**Run 1: routed clock nets over the placement**

Scale: 6 px per um.
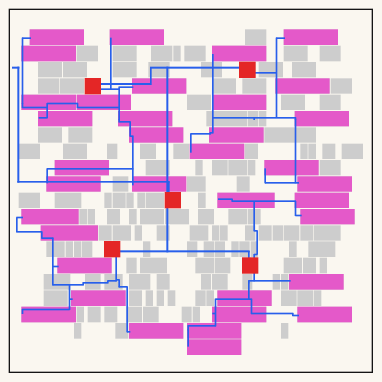
**Run 1: zoomed window**

Region (15, 3) to (45, 33) um. Cells in gray, sequential cells in the stronger gray; small squares are vias.
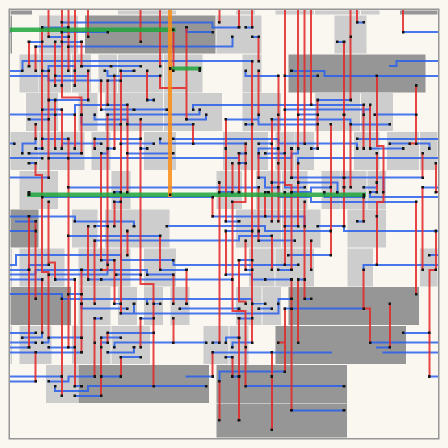
**Run 1: signal metal coverage by tile**

Scale: 6 px per um. 12 x 12 tiles, from white (low) to dark blue (high), scaled to the fullest tile. Values are wire area over tile area, all layers added.
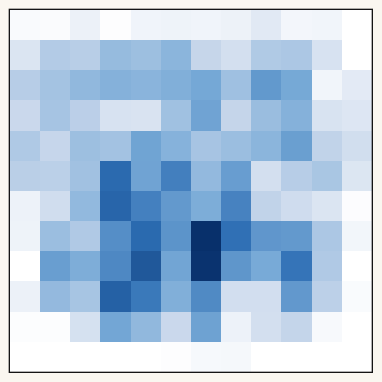
===== config.mk =====
export PLATFORM = sky130hd
export DESIGN_NAME = svc_uart_rx
export DESIGN_NICKNAME = d
export VERILOG_FILES = /design/src/rtl/svc_uart_pkg.sv /design/src/rtl/svc_sync_bit.sv /design/src/rtl/svc_uart_rx.sv
export SDC_FILE = /design/constraint.sdc
export NUM_CORES = 1
export LEC_CHECK = 0
export CAP_MARGIN = 10
export CORE_MARGIN = 1
export CORE_UTILIZATION = 50
export DETAILED_ROUTE_END_ITERATION = 12
export PLACE_DENSITY_LB_ADDON = 0.1
export SLEW_MARGIN = 20
export SYNTH_ARGS = -nofsm -noshare
export SYNTH_HDL_FRONTEND = slang
export SYNTH_SLANG_ARGS = --single-unit

===== constraint.sdc =====
create_clock -name clk -period 3.8 [get_ports clk]
set_input_delay 0.95 -clock clk [delete_from_list [all_inputs] [get_ports clk]]
set_output_delay 0.95 -clock clk [all_outputs]
set_load 0.005 [all_outputs]

===== src/rtl/svc_uart_pkg.sv =====
// Shared UART definitions: receiver FSM states, frame width and bit-period helper.
package svc_uart_pkg;

  typedef enum logic [2:0] {
    IDLE,
    START,
    DATA,
    STOP,
    WAIT_IDLE
  } state_t;

  localparam int UART_DATA_BITS = 8;

  // Bit period in clocks. The division truncates, so the line runs slightly fast.
  function automatic int clks_per_bit(input int freq, input int baud);
    return freq / baud;
  endfunction

endpackage


===== src/rtl/svc_sync_bit.sv =====
// Two-flop synchronizer for one asynchronous bit, with a selectable reset value.
module svc_sync_bit #(
  parameter logic RST_VAL = 1'b1
) (
  input  logic clk,
  input  logic rst,
  input  logic d,
  output logic q
);

  logic sync_p0;
  logic sync_p1;

  always_ff @(posedge clk or posedge rst) begin
    if (rst) begin
      sync_p0 <= RST_VAL;
      sync_p1 <= RST_VAL;
    end else begin
      sync_p0 <= d;
      sync_p1 <= sync_p0;
    end
  end

  assign q = sync_p1;

endmodule


===== src/rtl/svc_uart_rx.sv =====
// 8N1 UART receiver: mid-bit sampling from a bit-period counter, one-byte
// valid/ready output buffer, framing and overrun error pulses.
module svc_uart_rx
  import svc_uart_pkg::*;
#(
  parameter int CLOCK_FREQ = 25_000_000,
  parameter int BAUD_RATE  = 115_200
) (
  input  logic                      clk,
  input  logic                      rst,
  input  logic                      urx_rx,
  output logic                      urx_valid,
  output logic [UART_DATA_BITS-1:0] urx_data,
  input  logic                      urx_ready,
  output logic                      urx_frame_err,
  output logic                      urx_overrun
);

  localparam int CLKS_PER_BIT = clks_per_bit(CLOCK_FREQ, BAUD_RATE);
  localparam int CW           = $clog2(CLKS_PER_BIT);
  localparam logic [CW-1:0] HALF_M1 = CW'(CLKS_PER_BIT / 2 - 1);
  localparam logic [CW-1:0] FULL_M1 = CW'(CLKS_PER_BIT - 1);
  localparam logic [2:0]    LAST_BIT = 3'(UART_DATA_BITS - 1);

  if (CLKS_PER_BIT < 4) begin : g_bad_baud
    $fatal(1, "svc_uart_rx: CLKS_PER_BIT must be at least 4");
  end

  logic rx_s;
  logic rx_prev;

  svc_sync_bit #(.RST_VAL(1'b1)) u_sync_rx (
    .clk (clk),
    .rst (rst),
    .d   (urx_rx),
    .q   (rx_s)
  );

  state_t                    state,     state_n;
  logic [CW-1:0]             clk_cnt,   clk_cnt_n;
  logic [2:0]                bit_cnt,   bit_cnt_n;
  logic [UART_DATA_BITS-1:0] shift,     shift_n;
  logic [UART_DATA_BITS-1:0] data_n;
  logic                      valid_n;
  logic                      frame_n;
  logic                      overrun_n;

  always_ff @(posedge clk or posedge rst) begin
    if (rst) begin
      state         <= IDLE;
      clk_cnt       <= '0;
      bit_cnt       <= '0;
      shift         <= '0;
      rx_prev       <= 1'b1;
      urx_data      <= '0;
      urx_valid     <= 1'b0;
      urx_frame_err <= 1'b0;
      urx_overrun   <= 1'b0;
    end else begin
      state         <= state_n;
      clk_cnt       <= clk_cnt_n;
      bit_cnt       <= bit_cnt_n;
      shift         <= shift_n;
      rx_prev       <= rx_s;
      urx_data      <= data_n;
      urx_valid     <= valid_n;
      urx_frame_err <= frame_n;
      urx_overrun   <= overrun_n;
    end
  end

  always_comb begin
    state_n   = state;
    clk_cnt_n = clk_cnt;
    bit_cnt_n = bit_cnt;
    shift_n   = shift;
    data_n    = urx_data;
    valid_n   = urx_valid && !urx_ready;
    frame_n   = 1'b0;
    overrun_n = 1'b0;

    case (state)
      IDLE: begin
        if (rx_prev && !rx_s) begin
          clk_cnt_n = '0;
          bit_cnt_n = '0;
          state_n   = START;
        end
      end
      START: begin
        if (clk_cnt == HALF_M1) begin
          clk_cnt_n = '0;
          state_n   = rx_s ? IDLE : DATA;
        end else begin
          clk_cnt_n = clk_cnt + 1'b1;
        end
      end
      DATA: begin
        if (clk_cnt == FULL_M1) begin
          clk_cnt_n = '0;
          shift_n   = {rx_s, shift[UART_DATA_BITS-1:1]};
          if (bit_cnt == LAST_BIT) state_n = STOP;
          else                     bit_cnt_n = bit_cnt + 1'b1;
        end else begin
          clk_cnt_n = clk_cnt + 1'b1;
        end
      end
      STOP: begin
        if (clk_cnt == FULL_M1) begin
          clk_cnt_n = '0;
          if (rx_s) begin
            // A byte landing in the same cycle as the acceptance replaces it.
            if (urx_valid && !urx_ready) begin
              overrun_n = 1'b1;
            end else begin
              data_n  = shift;
              valid_n = 1'b1;
            end
            state_n = IDLE;
          end else begin
            frame_n = 1'b1;
            state_n = WAIT_IDLE;
          end
        end else begin
          clk_cnt_n = clk_cnt + 1'b1;
        end
      end
      WAIT_IDLE: begin
        if (rx_s) state_n = IDLE;
      end
      default: state_n = IDLE;
    endcase
  end

endmodule


==> impl_metrics.toml, run 1 <==
# physical design summary
[sta]
setup_viol = 0
timing.fmax_mhz = 416
grt_setup_unrepaired = "false"

[clocking]
cts_resized = 0
h-tree-depth = 2
root_buffer = "clkbuf_4"
cts_setup_buffers = 0

[floorplan]
die_x_um = 60.3
fp.dieH_um = 60.3

[logic_synthesis]
syn_nets = 156
ys_sh_adder_pct = 2.95
synthArstFlopShare_pct = 100
area_leaders = "dfrtp_1, mux2_2, dfstp_2"
netlist.area_leader.share_pct = 48.6
top_cell = "dfrtp_1"
ys_top_cells_by_count = "dfrtp_1, nand2_1, mux2_2"
ys_sh_aoi_pct = 11.5
yosysUniqueCellTypes = 39

[drt]
drt_wl_total_um = 3090
drtIter0Drc = 57

[setup_path]
required_ns = 4.03
worstSetupPathType = "flip-flop to flip-flop"

[cells_and_area]
nets = 176

[outcome]
status = "complete, no violations"

[power]
irDropWorstVdd_mv = 0.267
power.leakage_uw = 0.000874

[job]
tool_warnings = 27

[global_routing]
grt_max_degree = 21
## Picture notes: 'routed clock nets over the placement'
Magenta marks flip-flops, count 36. Red marks clock drivers, count 5. Blue marks clock wires, length 419 um.
There are 6 routed clock nets. Position of the flops: widely spread.
Clock group: 199 uW
clk_skew: 0.00309 ns
clock share of power: 23.0%
clk ins delay skew pair: 0.34 ns

## Picture notes: 'zoomed window'
Blue marks metal 1. Orange marks metal 4. Green marks metal 3. Red marks metal 2.
66 logic cells have their middle in the window. Netlist names of flops here include clk_cnt (4), state (2). Sequential cells in the window: 7. Most frequent: nand2_1 (10).

## Picture notes: 'signal metal coverage by tile'
The emptiest ninth of the die: south-east. 24% of the tiles are over half the peak. The mean over all tiles is 0.13. The densest ninth of the die: center. The fullest tile reaches 0.42.
via count: 1207
Tot GR Track Use: 20.3%

## run 1: worst max-delay path: stages, from the launching register on
cell	delay, ns
dfrtp_1	0.43
inv_1	0.07
ha_1	0.16
or3b_4	0.40
or2_4	0.29
nor4b_4	0.55
mux2_2	0.40
## run 1: stage by stage
stage | instance area [um2] | hold WS [ns] | total power [uW] | instances | setup WS, ns
after floorplan | 1700 | 0.345 | 618 | 148 | 1.61
after global placement | 1890 | 0.348 | 663 | 205 | 1.26
after detailed placement | 1890 | 0.349 | 673 | 205 | 1.22
after CTS | 1950 | 0.365 | 876 | 213 | 1.38
after global routing | 1950 | 0.366 | 923 | 213 | 1.28
final | 1950 | 0.364 | 866 | 213 | 1.40
## run 1: layout make-up
| class | count | area, um2 |
|---|---|---|
| fillers | 284 | 1180 |
| flip-flops and latches | 36 | 905 |
| multi-input cells | 105 | 767 |
| repair buffers | 15 | 148 |
| well taps | 44 | 55.1 |
| clock buffers | 5 | 37.5 |
| clock inverters | 3 | 18.8 |
| inverters | 5 | 18.8 |
## run 1: sequential cells by signal, indices dropped and copies added (netlist names), 3 cells and up
register and count:
urx_data 8, shift 8, bit_cnt 3, state 3, clk_cnt 8
## run 1: placed cells by master, fill, tap and decap left out, drive strengths merged, types with 3 or more instances in the layout
cell / Yosys / routed
mux2: 17 / 17
nor2b: 3 / 3
o21ai: 7 / 7
clkdlybuf4s50: 0 / 14
or2: 3 / 3
inv: 5 / 5
clkbuf: 2 / 5
nor2: 8 / 8
dfrtp: 33 / 33
o211ai: 5 / 5
o22ai: 3 / 3
dfstp: 3 / 3
nand4: 4 / 4
clkinv: 0 / 3
ha: 4 / 4
nand2: 21 / 21
## run 1: final timing paths
kind | start | to | slack, ns | cells past startpoint
setup / recovery | clk_cnt[0] | urx_data[2] | 1.40 | 6
min in group asynchronous | rst | shift[3] | 0.97 | 2
hold reg to reg | u_sync_rx.sync_p0 | u_sync_rx.q | 0.36 | 0
max in group asynchronous | rst | rx_prev | 2.08 | 3
setup reg to reg | clk_cnt[0] | urx_data[2] | 1.40 | 6
hold / removal | u_sync_rx.sync_p0 | u_sync_rx.q | 0.36 | 0
## run 1: report_power, final
| part | leakage, uW | switching (uW) | total (uW) | internal [uW] |
|---|---|---|---|---|
| Combinational | 0.000351 | 128 | 212 | 84.3 |
| Clock | 0.0000349 | 128 | 199 | 71.0 |
| Sequential | 0.000488 | 44.6 | 454 | 409 |
| Total | 0.000874 | 301 | 866 | 565 |
## run 1: per-layer routing
metal	routed length [um]	track usage, %
met5	0	0
met4	49	9.63
met3	100	6.49
met2	1470	30.8
met1	1470	26.2
## run 1: kinds of logic after synthesis
| kind of cell | after synthesis |
|---|---|
| DFF | 36 |
| and+or+nand+nor | 56 |
| AOI/OAI and AO/OA | 28 |
| adders and majority gates | 4 |
| muxes | 17 |
| buffers and inverters | 7 |
**Run 1: routing congestion map**

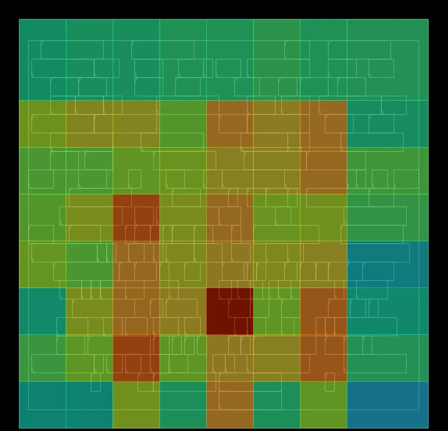

==> inputs of run 2 (changes only) <==
Clock period 3.8 ns to 2 ns, I/O delays scaled along.
**Run 2: routing congestion map**

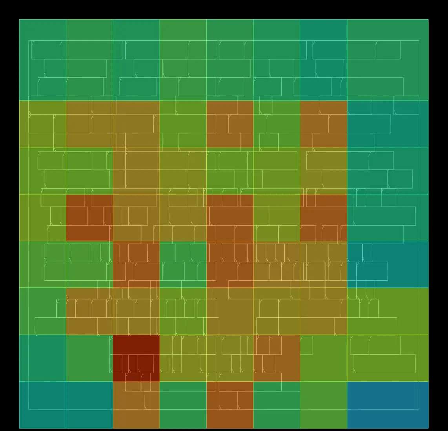
wire length per cell: 14.1 um
M3 GR Usage: 4.55%
Final Util: 67.4%
Tot GR Track Use: 20.6%

==> run 2 against run 1 <==
  * The run now ends with setup timing left
  * Area after synthesis unchanged
  * Largest cell class unchanged
  * Sequential share of layout area decreased by 3.5 points
  * Sequential cell count unchanged
  * Die area unchanged
  * Global-route usage increased by 0.24 points
  * Clock-buffer cell count unchanged
  * Combinational power increased to 2.7 times the previous value
  * First-iteration DRC count increased by 26%
==> impl_metrics.toml, run 2 <==
# physical design summary
[outcome]
status = "finished, violations left"
violations = "setup timing"

[sta]
fin_ws_ns = -0.125
timing.fmax_mhz = 471
grt_setup_unrepaired = "true"
setup_viol = 16

[cells_and_area]
mostFrequentLayoutCells = "dfrtp_1, nand2_1, clkdlybuf4s50_1, buf_4, mux2_2"
fillers = 248
nets = 190
lay_top_count = "dfrtp_1"
largestRegisters = "clk_cnt: 8 flops, shift: 8 flops, urx_data: 8 flops"

[setup_path]
worstReg2RegStart = "clk_cnt[0]"
cpMaxStageDelayCell = "dfrtp_1"
crit_end = "urx_data[3]"
worstSetupPathType = "flip-flop to flip-flop"
critPathLaunch = "clk_cnt[0]"
required_ns = 2.23
path_buffers = 2
critical_path.max_stage_delay_ns = 0.39
rrSetupSlack_ns = -0.12
crit_family = "simple AND/OR/NAND/NOR gates"
worstReg2RegEnd = "urx_data[3]"

[logic_synthesis]
synthArstFlopShare_pct = 100
top_cell = "dfrtp_1"
area_leaders = "dfrtp_1, mux2_2, dfstp_2"
syn_nets = 156
ys_top_cells_by_count = "dfrtp_1, nand2_1, mux2_2"
netlist.area_leader.share_pct = 48.6
yosysUniqueCellTypes = 39

[power]
total_power_uw = 1770
irDropWorstVdd_mv = 0.573
power.leakage_uw = 0.000957

[drt]
drtIter0Drc = 72
via_count = 1256

[clocking]
h-tree-depth = 2
insertion_delay_ns = 0.33

[global_routing]
grt_max_degree = 37

[floorplan]
fp.dieH_um = 60.3

[job]
tool_warnings = 30
[run 2: cell counts after synthesis]
No cell type changed its count.
[run 2: per-layer routing]
| layer | vias up | GRT usage, % | share of wire [%] |
|---|---|---|---|
| li1 | 610 | - | - |
| met3 | 5 | 4.55 | 2.9 |
| met4 | 0 | 8.97 | 1.2 |
| met5 | - | 0 | 0 |
| met1 | 622 | 27.9 | 48 |
| met2 | 19 | 31.4 | 48 |
[run 2: worst reg2reg max path: stages, from the launching register on]
cell,delay [ns]
dfrtp_1,0.39
inv_1,0.06
ha_1,0.14
or3b_4,0.38
or2_4,0.26
nor4b_4,0.28
buf_6,0.18
mux2_2,0.34
[run 2: layout make-up]
| class | instances | area, um2 | area share, % |
|---|---|---|---|
| inverter | 5 | 18.8 | 0.890 |
| tap | 44 | 55.1 | 2.61 |
| multi-input combinational | 105 | 805 | 38.2 |
| sequential | 36 | 905 | 42.9 |
| clock inverter | 3 | 18.8 | 0.890 |
| clock buffer | 5 | 37.5 | 1.78 |
| timing repair buffer | 29 | 269 | 12.8 |
[run 2: timing repair]
| action | 4_1_cts | 5_1_grt |
|---|---|---|
| pin swaps | 2 | 1 |
| hold endpoints to repair | 0 | 0 |
| buffers inserted | 0 | 0 |
| resized | 1 | 2 |
| endpoints found under the setup margin | 16 | 19 |
[run 2: worst min path at each step]
stage                       from          end  slack (ns)  cells past startpoint
6_report       u_sync_rx.sync_p0  u_sync_rx.q        0.36                      0
5_1_grt        u_sync_rx.sync_p0  u_sync_rx.q        0.37                      0
4_1_cts        u_sync_rx.sync_p0  u_sync_rx.q        0.36                      0
3_5_place_dp   u_sync_rx.sync_p0  u_sync_rx.q        0.35                      0
3_3_place_gp   u_sync_rx.sync_p0  u_sync_rx.q        0.35                      0
2_1_floorplan  u_sync_rx.sync_p0  u_sync_rx.q        0.35                      0
[run 2: logic make-up after synthesis]
group	count (synthesis)	synth area share, %
fa+ha+maj	4	2.95
simple gates	56	19.5
mux	17	11.3
flops	36	53.3
buf+inv	7	1.55
compound gates	28	11.5
[run 2: where the power goes]
part | total, uW | internal (uW) | switching [uW]
combinational | 572 | 262 | 309
sequential | 814 | 778 | 36.1
clock | 381 | 135 | 246
[run 2: stage by stage]
step	setup WS (ns)	hold slack [ns]	instance area, um2	setup TNS, ns	cells
CTS	-0.149	0.364	2100	-1.29	227
detailed placement	-0.155	0.347	2040	-1.37	219
global placement	-0.110	0.346	2040	-0.928	219
global route	-0.204	0.373	2110	-2.35	227
finish	-0.125	0.363	2110	-1.01	227
floorplan	-0.192	0.345	1730	-2.63	148
**Run 2: zoomed window**

Region (15, 3) to (45, 33) um. Cells in gray, sequential cells in the stronger gray; small squares are vias.
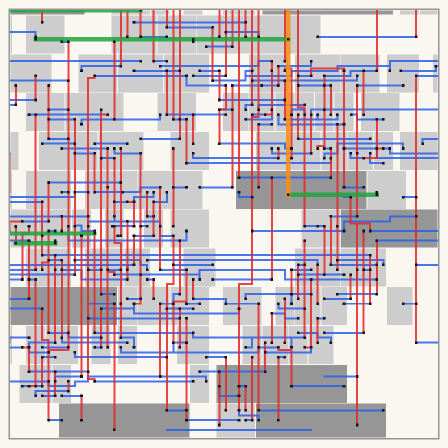

==> inputs of run 3 (changes only) <==
Settings changed: ABC_AREA from default to 1.
**Run 3: zoomed window**

Region (16, 4) to (46, 34) um. Cells in gray, sequential cells in the stronger gray; small squares are vias.
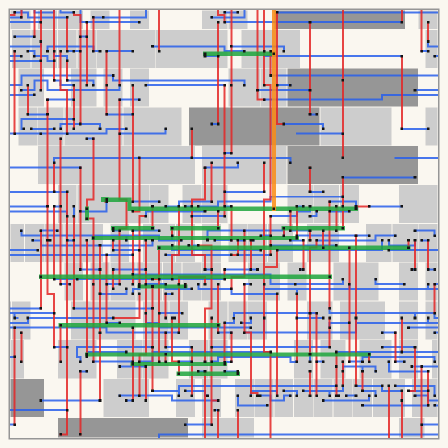
Green marks metal 3. Orange marks metal 4. Blue marks metal 1. Red marks metal 2.
95 logic cells have their middle in the window. Most frequent: nand2_1 (20), nand3_1 (17), inv_1 (15). Sequential cells in the window: 4. Netlist names of flops here include clk_cnt (2).

==> run 3 against run 2 <==
  * The flow now finishes without violations
  * Power up 22%
  * Non-clock buffer count down 13
  * Final cell count up 30%
  * Largest cell class unchanged
  * Largest power group unchanged
  * Highest routed layer unchanged
==> impl_metrics.toml, run 3 <==
# physical design summary
[power]
irDropWorstVdd_mv = 0.608
power.leakage_uw = 0.00119

[drt]
via_count = 1474
drtIter0Drc = 63
wl_per_cell_um = 11.8
drt_wl_total_um = 3510

[global_routing]
grt_max_degree = 37
grtUsageTotal_pct = 20.6
grt_overflow = 0

[logic_synthesis]
top_cell = "nand2_1"
syn_nets = 235
yosysUniqueCellTypes = 25
syn_inst = 227
synthArstFlopShare_pct = 100
ys_top_cells_by_count = "nand2_1, dfrtp_1, nand3_1"
netlist.area_leader.share_pct = 44.8

[setup_path]
required_ns = 2.17
critical_path.max_stage_delay_ns = 0.42
reg2reg_depth = 9
crit_chain = "inv_1 -> ha_1 -> inv_1 -> nor2_1 -> nand3_2 -> clkinv_2 -> nand3_4 -> nand2_1 -> nand2_1"
cpMaxStageDelayCell = "dfrtp_1"
worstSetupPathType = "flip-flop to flip-flop"
cp.depth = 9
path_buffers = 3
crit_family = "simple AND/OR/NAND/NOR gates"

[clocking]
cts-buffers-inserted = 5
cts_setup_buffers = 0
cts_tree = "done"
h-tree-depth = 2
cts_resized = 0
root_buffer = "clkbuf_8"

[cells_and_area]
final_area_um2 = 2190
nets = 257
largestRegisters = "clk_cnt: 8 flops, shift: 8 flops, urx_data: 8 flops"
lay_top_count = "nand2_1"
mostFrequentLayoutCells = "nand2_1, dfrtp_1, nand3_1, inv_1, nor2_1"

[sta]
grt_setup_unrepaired = "false"
timing.fmax_mhz = 592
fin_skew_ns = 0.00784
tns_ns = 0
setup_viol = 0

[floorplan]
die_x_um = 62.7
fp.dieH_um = 62.7

[outcome]
status = "complete, no violations"

[place]
io_buffers = 14
placed_cell_area_um2 = 2060

[job]
tool_warnings = 27
-- run 3: power by group --
part / leakage, uW / switching, uW / internal, uW
registers: 0.000486 / 96.8 / 796
clock network: 0.0000645 / 253 / 440
logic: 0.000636 / 394 / 172
total: 0.00119 / 744 / 1410
-- run 3: cell type report --
| cell class | instances | area, um2 |
|---|---|---|
| tap | 46 | 57.6 |
| multi-input combinational | 162 | 823 |
| timing repair buffer | 16 | 168 |
| inverter | 28 | 106 |
| clock inverter | 1 | 30.0 |
| fill | 305 | 1260 |
| clock buffer | 7 | 96.3 |
| sequential | 36 | 905 |
-- run 3: path summary, 6_finish.rpt --
| path | slack (ns) | to | start |
|---|---|---|---|
| worst max-delay path | 0.31 | urx_data[3] | clk_cnt[0] |
| max in group asynchronous | 1.18 | u_sync_rx.q | rst |
| worst min-delay path | 0.36 | u_sync_rx.q | u_sync_rx.sync_p0 |
| worst max register to register | 0.31 | urx_data[3] | clk_cnt[0] |
| min in group asynchronous | 0.56 | clk_cnt[2] | rst |
| worst min register to register | 0.36 | u_sync_rx.q | u_sync_rx.sync_p0 |
-- run 3: cells by family after synthesis --
| logic type | Yosys count | synth area share (%) |
|---|---|---|
| simple gates | 148 | 38.5 |
| flops | 36 | 49.1 |
| buf+inv | 29 | 6.18 |
| compound gates | 7 | 2.04 |
| fa+ha+maj | 4 | 2.72 |
| xor+xnor | 3 | 1.43 |
-- run 3: routing by layer --
layer	vias to the layer above	global-route usage, %	wire, um
met2	48	31.3	1490
met5	-	0	0
li1	767	-	-
met3	6	4.93	192
met1	653	28.7	1770
met4	0	7.85	56
-- run 3: per-stage QoR --
step | total power, uW | hold slack [ns] | instances | setup slack (ns) | util [%]
floorplan | 1340 | 0.345 | 227 | 0.610 | -
CTS | 2160 | 0.362 | 296 | 0.298 | 63.5
global route | 2280 | 0.366 | 296 | 0.187 | 63.5
finish | 2150 | 0.360 | 296 | 0.312 | 63.5
detailed placement | 1460 | 0.352 | 288 | 0.217 | 59.8
global placement | 1450 | 0.346 | 288 | 0.280 | 59.8

## Gallery

Selected gate families.
Scale: 10 px per um.
panel A
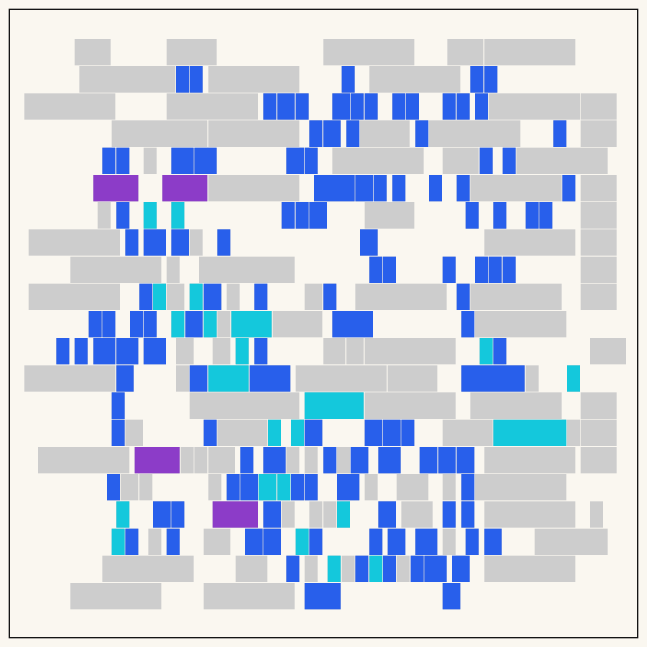
panel B
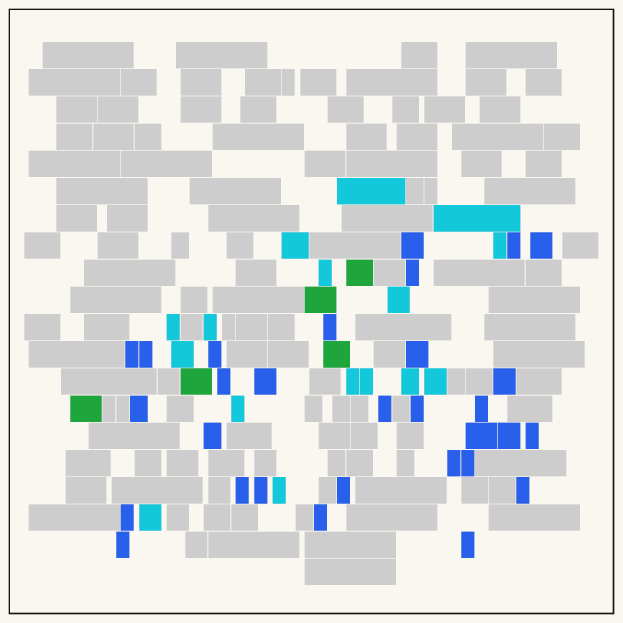
panel C
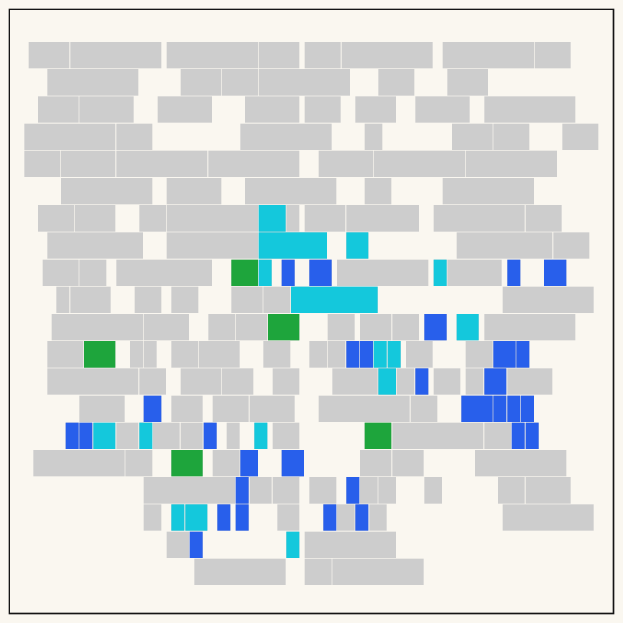
- panel B = run 1
- panel C = run 2
- panel A = run 3
Of these, most cells: panel A

No activity file was given, so power comes from the tool's default toggle rates.
